**config.mk**
```make
export PLATFORM = sky130hd
export DESIGN_NAME = csa_resolve_seq
export DESIGN_NICKNAME = d
export VERILOG_FILES = /design/src/rtl/csa_resolve_seq.sv
export SDC_FILE = /design/constraint.sdc
export NUM_CORES = 1
export LEC_CHECK = 0
export CAP_MARGIN = 20
export CELL_PAD_IN_SITES_DETAIL_PLACEMENT = 1
export CELL_PAD_IN_SITES_GLOBAL_PLACEMENT = 2
export CORE_MARGIN = 2
export CORE_UTILIZATION = 34
export CTS_BUF_LIST = sky130_fd_sc_hd__clkbuf_2
export CTS_CLUSTER_SIZE = 25
export DETAILED_ROUTE_END_ITERATION = 10
export HOLD_SLACK_MARGIN = 0.03
export PLACE_DENSITY_LB_ADDON = 0.2
export SLEW_MARGIN = 20
export SYNTH_ARGS = -nofsm -noshare
export SYNTH_HDL_FRONTEND = slang
export SYNTH_SLANG_ARGS = --single-unit
```
**constraint.sdc**
```tcl
create_clock -name clk -period 3.15 [get_ports clk]
set_clock_uncertainty 0.2 [all_clocks]
set_input_delay 0.945 -clock clk [delete_from_list [all_inputs] [get_ports clk]]
set_output_delay 0.945 -clock clk [all_outputs]
set_load 0.01 [all_outputs]
```
**src/rtl/csa_resolve_seq.sv**
```systemverilog
// csa_resolve_seq: chunked carry-propagate resolver turning a redundant (sum, carry) pair into binary; optional zero flag under CSA_RESOLVE_ZFLAG_EN
module csa_resolve_seq #(
    parameter int N     = 32,
    parameter int CHUNK = 8
) (
    input  logic         clk,
    input  logic         nRST,
    input  logic [N:0]   iSum,
    input  logic [N:0]   iCarry,
    input  logic         iValid,
    output logic         oReady,
    output logic [N+1:0] oResult,
    output logic         oValid,
`ifdef CSA_RESOLVE_ZFLAG_EN
    output logic         oZero,
`endif
    input  logic         iReady
);
    localparam int W  = N + 2;
    localparam int K  = (W + CHUNK - 1) / CHUNK;
    localparam int EW = K * CHUNK;
    localparam int IW = $clog2(K + 1);
    localparam logic [IW-1:0] LAST  = IW'(K);
    localparam logic [W-1:0]  CMASK = W'({CHUNK{1'b1}});

    typedef enum logic [1:0] {IDLE, ADD, DONE} state_t;

    state_t         state;
    logic [EW-1:0]  opSum;
    logic [EW-1:0]  opCarry;
    logic [W-1:0]   result;
    logic [IW-1:0]  idx;
    logic           cy;
    logic [CHUNK-1:0] chunkSum;
    logic           chunkCo;

    assign {chunkCo, chunkSum} = {1'b0, opSum[CHUNK-1:0]} + {1'b0, opCarry[CHUNK-1:0]} + (CHUNK + 1)'(cy);
    assign oResult = result;

    // Handshake FSM: accept in IDLE, resolve one chunk per ADD cycle (plus one closing cycle), hold in DONE until taken
    always_ff @(posedge clk or negedge nRST) begin
        if (!nRST) begin
            state   <= IDLE;
            oReady  <= 1'b1;
            oValid  <= 1'b0;
            opSum   <= '0;
            opCarry <= '0;
            result  <= '0;
            idx     <= '0;
            cy      <= 1'b0;
        end else begin
            case (state)
                IDLE: if (iValid) begin
                    opSum   <= EW'(iSum);
                    opCarry <= EW'(iCarry);
                    idx     <= '0;
                    cy      <= 1'b0;
                    oReady  <= 1'b0;
                    state   <= ADD;
                end
                ADD: if (idx == LAST) begin
                    oValid <= 1'b1;
                    state  <= DONE;
                end else begin
                    result  <= (result & ~(CMASK << (idx * CHUNK))) | (W'(chunkSum) << (idx * CHUNK));
                    opSum   <= opSum >> CHUNK;
                    opCarry <= opCarry >> CHUNK;
                    cy      <= chunkCo;
                    idx     <= idx + 1'b1;
                end
                DONE: if (iReady) begin
                    oValid <= 1'b0;
                    oReady <= 1'b1;
                    state  <= IDLE;
                end
                default: state <= IDLE;
            endcase
        end
    end

`ifdef CSA_RESOLVE_ZFLAG_EN
    logic zAcc;

    // OR of every written chunk; its complement is latched as oZero on entry to DONE
    always_ff @(posedge clk or negedge nRST) begin
        if (!nRST) begin
            zAcc  <= 1'b0;
            oZero <= 1'b0;
        end else if (state == IDLE) begin
            zAcc  <= 1'b0;
            oZero <= 1'b0;
        end else if (state == ADD) begin
            if (idx == LAST) oZero <= ~zAcc;
            else zAcc <= zAcc | (|chunkSum);
        end else if (iReady) begin
            oZero <= 1'b0;
        end
    end
`endif
endmodule

```
==> results.cfg <==
; generated from flow reports
[yosys]
post_synth_main_area_contributors = sky130_fd_sc_hd__dfrtp_1 55%, sky130_fd_sc_hd__mux2i_1 10%, sky130_fd_sc_hd__a22o_1 8.7%
synth_top_cell_by_count = sky130_fd_sc_hd__dfrtp_1
synthesis.area_per_instance_sq_um = 11.62
mappedNetlistNets = 500
post_synth_inst_count = 416
ys_seq_share_pct = 55.94
synth.cells.most_frequent = 107 x sky130_fd_sc_hd__dfrtp_1, 63 x sky130_fd_sc_hd__nand2_1, 50 x sky130_fd_sc_hd__mux2i_1, 48 x sky130_fd_sc_hd__a22o_1, 34 x sky130_fd_sc_hd__o21ai_0
synthArstFlopShare_pct = 100.0
synthDominantAreaCellType = sky130_fd_sc_hd__dfrtp_1
post-synth-top-area-fraction_pct = 55.40
ys_ff = 108
synth_chip_area_sq_um = 4833
synth-edff-count = 0
synthesis.area_sq_um = 4833
postSynth.topFlopCell = sky130_fd_sc_hd__dfrtp_1
ys.warnings.count = 0
ys_cells = 416
synthDistinctLibCells = 37

[clock_network]
htreeDepth = 3
cts.sink_count = 108
clock_pin_slew_of_the_registers_on_the_worst_case_setup_and_hold_paths_ps = 270
cts_inserted_buffers = 9
cts_tree = done
ctsRootBufferMaster = sky130_fd_sc_hd__clkbuf_2
clk_latency_ps = 620
clockBufferDepth = 2

[critical_path]
worst-path-max-fanout = 3
critical_path.n_buffers_inverters = 1
slowest_delay_ps = 610
worst_ep_arrival_time_ps = 1730
path_delay_family = flip-flops
cp_cell_sequence = clkdlybuf4s50_1
class_of_the_most_critical_setup_path = flop to output pin
worst_setup_start_kind = flop
crit_path_end_kind = output pin
crit_required_ps = 2000
critical_path.slowest_cell = sky130_fd_sc_hd__dfstp_2

[job]
max_cap_viol_count = 0
warning_total_across_the_stage_logs = 29

[floorplanning]
core-area_sq_um = 13880
fp.dieArea_sq_um = 15190
floorplan.io_pins = 106
die_height_um = 123.2
floorplanUtilization_pct = 34.82
chipWidth_um = 123.2
rows = 43

[timing]
max_freq_ghz = 0.3476
fin_crit_period_ps = 2877
final-max-slew-violation-count = 0
setup_violations = 0
worstMarginPinSlew_ps = 599.8
sum_neg_setup_slack_ps = 0
worst_slew_margin_rel_pct = 59.86
fin_crit_sh_pct = 91.32
final_hold_viol_count = 0
grt_setup_unrepaired = false
whs_ps = 317.0

[final_layout]
fillers = 1552
layout.area.comb_sq_um = 1971
fin_nets = 605
layout.cells.most_common_list = 107 x sky130_fd_sc_hd__dfrtp_1, 104 x sky130_fd_sc_hd__clkdlybuf4s50_1, 63 x sky130_fd_sc_hd__nand2_1
post_route_cells_drive_above_1_share_pct = 6.464
seq_area_sq_um = 2704
layout.cell_area.non_filler_sq_um = 6236
area_delta_synth_final_pct = 29.02
largest_register_ffs = 34
layout_top_cell = sky130_fd_sc_hd__dfrtp_1

[placed_design]
dp_hpwl_mm = 8.417
globalplace.congestion = 0.7877
port_buffers = 105
detailed_place.area_sq_um = 6087

[detailed_routing]
drt_first_pass_iters = 4
post_drt_via_cell_ratio = 4.874
met3WireLength_um = 592
ant_nets = 0
route.vias.total = 3446
wl_met1_mm = 5.104
first_iter_violations = 119
top_layer_used = met4
wl_mm = 11.29
drc = 0
met2_routed_wirelength_mm = 5.479

[global_routing]
first_pass_grt_wire_length_mm = 18.65
grt.met3_usage_pct = 5.443
maximum_number_of_pins_on_one_net_before_global_route_repair = 63
grt-ovfl-total = 0
number_of_global_route_vias_before_repair = 3671
grt.total_usage_pct = 15.85
grt_antenna_before_repair = 1

[power_and_ir_drop]
fin_total_pwr_uw = 6267
total_leakage_power_uw = 0.002761
worst_ir_drop_vdd_uv = 346.6
powerDensity_nw_per_um2 = 1005

[run_status]
result_of_the_run = finished, final reports clean

[worst_hold_path]
hp-class = flop to flop
where the power goes:
part / leakage [uW] / switching (uW) / internal [uW]
clock: 0.0000823 / 466 / 265
combinational: 0.00130 / 1690 / 1500
sequential: 0.00138 / 382 / 1970
stage by stage:
stage / instances / setup WS [ps]
after floorplan: 416 / 870.7
after global placement: 689 / 571.0
after detailed placement: 689 / 514.6
after CTS: 706 / 167.8
after global routing: 707 / 123.5
final: 707 / 273.4
worst paths after layout:
| path | from | endpoint | slack [ps] | cells past startpoint |
|---|---|---|---|---|
| max in group asynchronous | nRST | opCarry[2]$_DFFE_PN0P_ | 1560 | 3 |
| min | opCarry[8]$_DFFE_PN0P_ | opCarry[8]$_DFFE_PN0P_ | 320 | 2 |
| min in group asynchronous | nRST | cy$_DFFE_PN0P_ | 540 | 2 |
| max reg2reg | opSum[0]$_DFFE_PN0P_ | oResult[14]$_DFFE_PN0P_ | 610 | 8 |
| max | oReady$_DFFE_PN1P_ | oReady | 270 | 1 |
| min reg2reg | opCarry[8]$_DFFE_PN0P_ | opCarry[8]$_DFFE_PN0P_ | 320 | 2 |
what timing repair did:
action                                 in CTS  in global routing
resized                                     0                  0
buffers inserted                            0                  0
endpoints found under the hold margin      27                  0
hold buffers                                1                  0
layout make-up:
class,count,area share (%)
Tap cell,180,3.612
Clock buffer,10,0.8026
Clock inverter,6,1.384
Antenna cell,1,0.04013
Inverter,11,0.6621
Sequential cell,108,43.36
Timing Repair Buffer,114,18.54
Multi-Input combinational cell,277,31.60
cells by family (layout without fill, tap and decap cells):
family          Yosys count  in the layout  synth area share [%]
compound gates          124            124                 17.37
xor+xnor                  5              5                0.9060
fa+ha+maj                14             14                 3.935
buf+inv                  31            141                 3.443
flops                   108            108                 55.94
mux                      50             50                 10.35
other cells               0              1                     0
simple gates             84             84                 8.051
Fig. 1: clock network drawn from the DEF
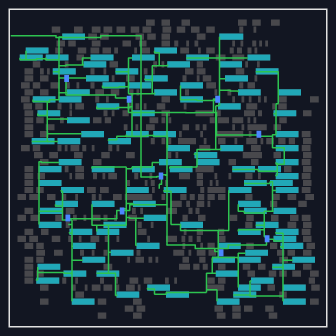
green -> clock wires  # length 1,400 um
cyan -> flip-flops  # count 108
blue -> clock drivers  # count 9
routed clock nets = 10

Fig. 2: routing congestion map
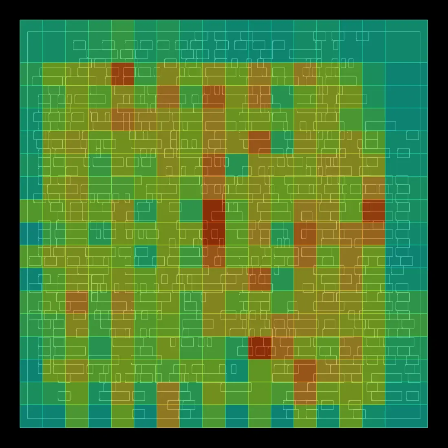
met2 Resource Use GR: 26.34%
Most Crowded Layer GR: met2
routed wire length per instance: 15.97 um
final core utilization: 44.93%
met1 GRT Util: 19.92%

Power and IR drop assume default switching activity.
